sizes.png
Scale: 1.5 px per um.
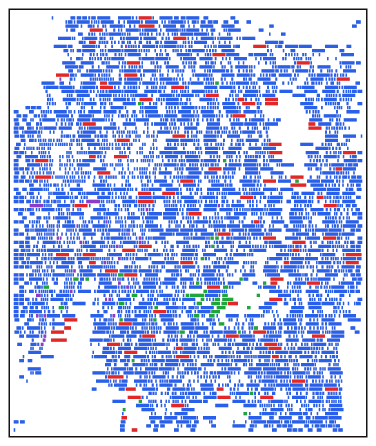
io_placement.png
Scale: 1.5 px per um. Pins as bars across the die edge, other pins in gray.
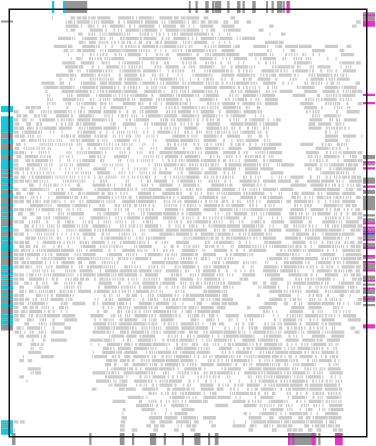
`src/rtl/ifu_prefetch_pkg.sv`:
```
// Shared types and constants for the instruction-fetch front end.
package ifu_prefetch_pkg;

  localparam int unsigned XLEN      = 64;
  localparam int unsigned ILEN      = 32;
  localparam int unsigned IFU_DEPTH = 4;

  localparam logic [XLEN-1:0] RESET_PC = XLEN'(64'h8000_0000);

  typedef struct packed {
    logic [XLEN-1:0] pc;
    logic [ILEN-1:0] inst;
  } fetch_entry_t;

  typedef enum logic {
    IDLE = 1'b0,
    RUN  = 1'b1
  } ifu_state_e;

  // Instructions are word aligned; the low two PC bits carry no information.
  function automatic logic [XLEN-1:0] align_pc(input logic [XLEN-1:0] pc);
    return {pc[XLEN-1:2], 2'b00};
  endfunction

endpackage

```
`src/rtl/ifu_prefetch_fetch_fifo.sv`:
```
// Small synchronous queue of fetched instructions with a registered head entry.
module fetch_fifo
  import ifu_prefetch_pkg::*;
#(
  parameter int unsigned DEPTH = IFU_DEPTH
) (
  input  logic                     clk,
  input  logic                     rst,
  input  logic                     push,
  input  fetch_entry_t             push_data,
  input  logic                     pop,
  input  logic                     flush,
  output logic                     valid,
  output fetch_entry_t             head,
  output logic [$clog2(DEPTH):0]   count
);

  localparam int unsigned AW = $clog2(DEPTH);
  localparam int unsigned PW = AW + 1;

  fetch_entry_t  mem [DEPTH];
  logic [PW-1:0] wr_ptr;
  logic [PW-1:0] rd_ptr;
  logic [PW-1:0] wr_nxt;
  logic [PW-1:0] rd_nxt;
  logic [PW-1:0] cnt_left;
  logic [PW-1:0] cnt_nxt;
  logic          push_ok;
  logic          pop_ok;
  logic          full;
  fetch_entry_t  head_nxt;

  // Next pointers and the entry that will sit at the head after this edge.
  always_comb begin
    pop_ok   = pop && valid && !flush;
    push_ok  = push && !flush;
    full     = (wr_ptr[AW] != rd_ptr[AW]) && (wr_ptr[AW-1:0] == rd_ptr[AW-1:0]);
    rd_nxt   = rd_ptr + PW'(pop_ok);
    wr_nxt   = wr_ptr + PW'(push_ok);
    cnt_left = count - PW'(pop_ok);
    cnt_nxt  = cnt_left + PW'(push_ok);
    head_nxt = mem[rd_nxt[AW-1:0]];
    if (push_ok && (cnt_left == '0)) begin
      head_nxt = push_data;
    end
    if (flush) begin
      rd_nxt   = '0;
      wr_nxt   = '0;
      cnt_nxt  = '0;
      head_nxt = head;
    end
  end

  always_ff @(posedge clk or posedge rst) begin
    if (rst) begin
      for (int unsigned i = 0; i < DEPTH; i++) begin
        mem[i] <= '0;
      end
      wr_ptr <= '0;
      rd_ptr <= '0;
      count  <= '0;
      valid  <= 1'b0;
      head   <= '0;
    end else begin
      if (push_ok) begin
        mem[wr_ptr[AW-1:0]] <= push_data;
      end
      wr_ptr <= wr_nxt;
      rd_ptr <= rd_nxt;
      count  <= cnt_nxt;
      valid  <= (cnt_nxt != '0);
      head   <= head_nxt;
    end
  end

  // The fetch credit scheme must never let a response land in a full queue.
  a_no_overflow: assert property (@(posedge clk) disable iff (rst)
    !(push_ok && !pop_ok && full));

endmodule

```
`src/rtl/ifu_prefetch.sv`:
```
// Fetch front end: sequential request generation, in-order response buffering,
// and redirect handling that flushes the queue and drops stale responses.
module ifu_prefetch
  import ifu_prefetch_pkg::*;
#(
  parameter int unsigned DEPTH = IFU_DEPTH
) (
  input  logic             clk,
  input  logic             rst,
  input  logic             redirect_valid,
  input  logic [XLEN-1:0]  redirect_pc,
  output logic             imem_req_valid,
  input  logic             imem_req_ready,
  output logic [XLEN-1:0]  imem_req_addr,
  input  logic             imem_rsp_valid,
  input  logic [ILEN-1:0]  imem_rsp_data,
  output logic             inst_valid,
  input  logic             inst_ready,
  output logic [XLEN-1:0]  inst_pc,
  output logic [ILEN-1:0]  inst
);

  localparam int unsigned CW = $clog2(DEPTH) + 1;
  localparam int unsigned SW = CW + 1;

  ifu_state_e       state;
  logic [XLEN-1:0]  fetch_pc;
  logic [XLEN-1:0]  rsp_pc;
  logic [CW-1:0]    inflight;
  logic [CW-1:0]    discard;
  logic [CW-1:0]    count;

  logic [XLEN-1:0]  redirect_base;
  logic [XLEN-1:0]  fetch_pc_nxt;
  logic [XLEN-1:0]  rsp_pc_nxt;
  logic [CW-1:0]    inflight_nxt;
  logic [CW-1:0]    discard_nxt;
  logic [CW-1:0]    count_nxt;
  logic             req_fire;
  logic             rsp_push;
  logic             pop_eff;
  logic             req_valid_nxt;
  fetch_entry_t     push_entry;
  fetch_entry_t     head;

  assign imem_req_addr = fetch_pc;
  assign inst_pc       = head.pc;
  assign inst          = head.inst;

  // Counter updates; a redirect overrides everything else in its cycle.
  always_comb begin
    req_fire      = imem_req_valid && imem_req_ready;
    redirect_base = align_pc(redirect_pc);
    rsp_push      = imem_rsp_valid && !redirect_valid && (discard == '0);
    pop_eff       = inst_valid && inst_ready && !redirect_valid;
    push_entry    = '{pc: rsp_pc, inst: imem_rsp_data};

    inflight_nxt  = inflight + CW'(req_fire) - CW'(imem_rsp_valid);

    discard_nxt   = discard;
    if (redirect_valid) begin
      discard_nxt = inflight_nxt;
    end else if (imem_rsp_valid && (discard != '0)) begin
      discard_nxt = discard - CW'(1);
    end

    fetch_pc_nxt  = fetch_pc + XLEN'({req_fire, 2'b00});
    rsp_pc_nxt    = rsp_pc + XLEN'({rsp_push, 2'b00});
    count_nxt     = count + CW'(rsp_push) - CW'(pop_eff);
    if (redirect_valid) begin
      fetch_pc_nxt = redirect_base;
      rsp_pc_nxt   = redirect_base;
      count_nxt    = '0;
    end

    // Credit: outstanding requests plus buffered entries never exceed the queue size.
    req_valid_nxt = (SW'(inflight_nxt) + SW'(count_nxt)) < SW'(DEPTH);
  end

  always_ff @(posedge clk or posedge rst) begin
    if (rst) begin
      state          <= IDLE;
      fetch_pc       <= RESET_PC;
      rsp_pc         <= RESET_PC;
      inflight       <= '0;
      discard        <= '0;
      imem_req_valid <= 1'b0;
    end else begin
      case (state)
        IDLE: begin
          state          <= RUN;
          imem_req_valid <= req_valid_nxt;
        end
        RUN: begin
          state          <= RUN;
          imem_req_valid <= req_valid_nxt;
        end
      endcase
      fetch_pc <= fetch_pc_nxt;
      rsp_pc   <= rsp_pc_nxt;
      inflight <= inflight_nxt;
      discard  <= discard_nxt;
    end
  end

  fetch_fifo #(
    .DEPTH (DEPTH)
  ) u_fifo (
    .clk       (clk),
    .rst       (rst),
    .push      (rsp_push),
    .push_data (push_entry),
    .pop       (inst_ready),
    .flush     (redirect_valid),
    .valid     (inst_valid),
    .head      (head),
    .count     (count)
  );

  a_discard_bound: assert property (@(posedge clk) disable iff (rst)
    discard <= inflight);

  a_credit_bound: assert property (@(posedge clk) disable iff (rst)
    (SW'(inflight) + SW'(count)) <= SW'(DEPTH));

  a_rsp_expected: assert property (@(posedge clk) disable iff (rst)
    imem_rsp_valid |-> (inflight != '0));

  // A pending request may only be withdrawn or retargeted by a redirect.
  a_req_hold: assert property (@(posedge clk) disable iff (rst)
    (imem_req_valid && !imem_req_ready && !redirect_valid)
      |=> (imem_req_valid && $stable(imem_req_addr)));

endmodule

```
`config.mk`:
```
export PLATFORM = sky130hd
export DESIGN_NAME = ifu_prefetch
export DESIGN_NICKNAME = d
export VERILOG_FILES = /design/src/rtl/ifu_prefetch_pkg.sv /design/src/rtl/ifu_prefetch_fetch_fifo.sv /design/src/rtl/ifu_prefetch.sv
export SDC_FILE = /design/constraint.sdc
export NUM_CORES = 2
export LEC_CHECK = 0
export ABC_AREA = 1
export ABC_CLOCK_PERIOD_IN_PS = 20700
export CORE_ASPECT_RATIO = 1.2
export CORE_MARGIN = 2
export CORE_UTILIZATION = 50
export DETAILED_ROUTE_END_ITERATION = 7
export PLACE_DENSITY = 0.77
export SLEW_MARGIN = 20
export SYNTH_ARGS = -nofsm -noshare
export SYNTH_HDL_FRONTEND = slang
export SYNTH_HIERARCHICAL = 1
export SYNTH_SLANG_ARGS = --single-unit
```
`constraint.sdc`:
```
create_clock -name clk -period 20.7 [get_ports clk]
set_input_delay 4.14 -clock clk [delete_from_list [all_inputs] [get_ports clk]]
set_output_delay 4.14 -clock clk [all_outputs]
set_load 0.01 [all_outputs]
```
==> metrics.yaml <==
grt_use_total: 0.284
hold_slack_ns: 0.474
grt_overflow: 0
wirelength_um: 95700
firstDrtPassIters: 6
seq_area_um2: 15500
critical_path_class: "in -> reg"
path_max_fanout: 76
max_stage_delay_ns: 0.84
drc_errors: 0
comb_area_frac: 0.365
setup_viol: 0
grt_max_degree: 195
ff_type: "dfrtp_1"
p_leak_nw: 18.8
nonClkBufAreaFrac: 0.0743
synth.avg_cell_area_um2: 7.18
fin_nets: 4787
place.gp.congestion: 0.980
io_pins: 264
powerComb_mw: 0.897
total_power_mw: 3.71
top_area_cell: "dfrtp_1"
reg2reg_setup_slack_ns: 16.77
final_util: 0.588
nClkBuffers: 106
critical_path.startpoint: "redirect_valid"
ys_seq_frac: 0.474
dr_wl_met2_um: 44500
ctsHoldBuffers: 0
highest_layer: "met4"
crit_required_ns: 21.18
r2r_start: "u_fifo/valid"
p_sw_mw: 1.14
arrival_ns: 8.75
ys_cells: 4553
logic_area_um2: 13900
top_regs: "u_fifo/mem x384, u_fifo/head x96"
grt_use_met2: 0.457
cts_buffers: 68
crit_end: "u_fifo/head[85]"
status: "finished, final reports clean"
dr_wl_met3_um: 7830
pg_seq_mw: 1.54
first_iter_violations: 2874
cp_slowest_cell: "buf_4"
post-dp-hpwl_um: 59500
relSlewSlack: 0.226
tightest_slew_ns: 1.16
routedLengthMet1_um: 39800
post_cts_buffers: 0
ys_warn_count: 6
taps: 832
fin_cells: 5548
cp.depth: 12
cts_root_buffer: "clkbuf_16"
internal_power_mw: 2.57
cp-end-kind: "flop"
ys_sh_mux: 0
## Picture notes: sizes.png
- green: _3 and _4 cells (cells 47)
- red: _6 and larger (cells 100)
- blue: _0 and _1 cells (cells 4538)
- purple: _2 cells (cells 31)
post-route cell area: 38000 um^2
Signal buffers: 285
Final WS setup: 12.43 ns

## Picture notes: io_placement.png
- magenta: inst (pins 32; direction output; edge 22 right, 9 bottom, 1 top)
- blue: inst_valid (pins 1; direction output; edge right)
- cyan: imem_req_addr (pins 64; direction output; edge 62 left, 2 top)
- all pins by edge: 116 left, 61 right, 46 bottom, 41 top

